Fig. 1: pin placement
Scale: 0.5 px per µm. Pins as bars across the die edge, other pins in grey.
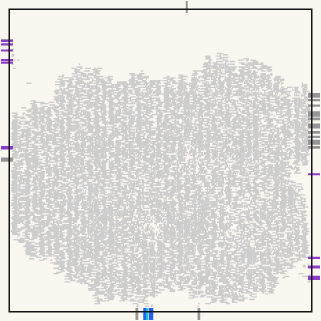
Fig. 2: the clock network
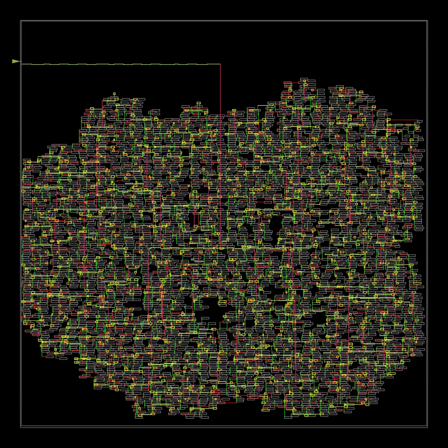
==> config.mk <==
export PLATFORM = sky130hd
export DESIGN_NAME = mem_responder
export DESIGN_NICKNAME = d
export VERILOG_FILES = /design/src/rtl/mem_responder.sv
export SDC_FILE = /design/constraint.sdc
export NUM_CORES = 2
export LEC_CHECK = 0
export ABC_AREA = 0
export CAP_MARGIN = 10
export CORE_UTILIZATION = 45
export CTS_BUF_LIST = sky130_fd_sc_hd__clkbuf_4 sky130_fd_sc_hd__clkbuf_8
export DETAILED_ROUTE_END_ITERATION = 7
export GPL_TIMING_DRIVEN = 0
export PLACE_DENSITY = 0.7
export SKIP_LAST_GASP = 1
export SLEW_MARGIN = 20
export SYNTH_ARGS = -nofsm -noshare
export SYNTH_HDL_FRONTEND = slang
export SYNTH_MEMORY_MAX_BITS = 65536
export SYNTH_SLANG_ARGS = --single-unit
==> constraint.sdc <==
create_clock -name clk -period 3.2 [get_ports clk]
set_input_delay 0.64 -clock clk [delete_from_list [all_inputs] [get_ports clk]]
set_output_delay 0.64 -clock clk [all_outputs]
set_load 0.005 [all_outputs]
==> job_summary.md <==
### Metrics collected by this job

| Metric | Value |
|---|---|
| Yosys cell count | 7547 |
| 1st-iter DRT viols | 15300 |
| Final global-route overflow total | 0 |
| Nonclk buf count | 757 |
| Grt met2 use | 40.4% |
| Layout clock area frac | 6.45% |
| Worst path slowest cell | clkbuf_2 |
| Avg WL per Cell | 36.3 µm |
| Root Buffer | clkbuf_8 |
| # hold bufs at CTS | 11 |
| Crit path top cell by count | clkbuf_2 |
| Num CTS Buffers | 640 |
| Ant diodes | 14 |
| Final worst slack | -0.503 ns |
| Internal | 85.8 mW |
| Multi-input comb cells | 2888 |
| Top layer in use | met5 |
| Area growth from synthesis to layout | 15.6% |
| Seq area share | 67.2% |
| Failing checks | setup timing |
| Critical path launch point type | input pin |
| Initial antenna violation count | 35 |
| Critical-path cell list | buf_2 -> clkbuf_2 -> clkbuf_2 -> clkbuf_4 -> clkbuf_2 -> a32o_1 -> nand4_1 -> nor4_4 |
| Status | finished with violations |
| Worst-path clk slew | 0.06 ns |
| GRT Max-Usage Layer | met2 |
| Endpoints failing setup | 199 |
| Residual DRC | 0 |
| Post-synth top cells | edfxtp_1 (4164), mux4_2 (828), mux2i_1 (567) |
| WL final | 500000 µm |
| Register area | 0.126 mm² |
| Max clock buf depth | 4 |
| Routed Antenna Nets | 0 |
| CP endpoint kind | flop |
| Synth cell types | 62 |
| Max Fanout on Critical Path | 10 |
| Placed Cells incl. Taps | 12600 |
About Fig. 1:
[cyan] ld_en | pins: 1 | direction: input | edge: south
[purple] ld_data | pins: 16 | direction: input | edge: 8 west, 8 east
[blue] ld_addr | pins: 8 | direction: input | edge: south
all pins by edge: 31 east, 13 south, 12 west, 1 north
die height: 602 µm
die width: 602 µm
Buffers on Ports: 52

About Fig. 2:
Clock Power: 43.1 mW
Insertion Delay late pin: 1.12 ns
# clock sinks: 4210

==> metrics by stage <==
stage	hold slack [ns]	setup WS, ns	instance area [µm²]
finish	0.0638	-0.503	187000
global route	0.0663	-0.176	187000
CTS	0.0232	-0.156	187000
detailed placement	0.312	-2.96	173000
global placement	0.315	-7.02	169000
floorplan	0.310	0.457	162000
==> logic make-up after synthesis <==
logic type / count (synthesis) / synth area share, %
XOR/XNOR: 4 / 0.0216
AND-OR/OR-AND: 716 / 3.18
buffers and inverters: 449 / 1.71
multiplexers: 1434 / 15.3
adder cells (fa/ha/maj): 9 / 0.0787
flip-flops: 4210 / 77.7
AND/OR/NAND/NOR: 725 / 2.00
No activity file was given, so power comes from the tool's default toggle rates.
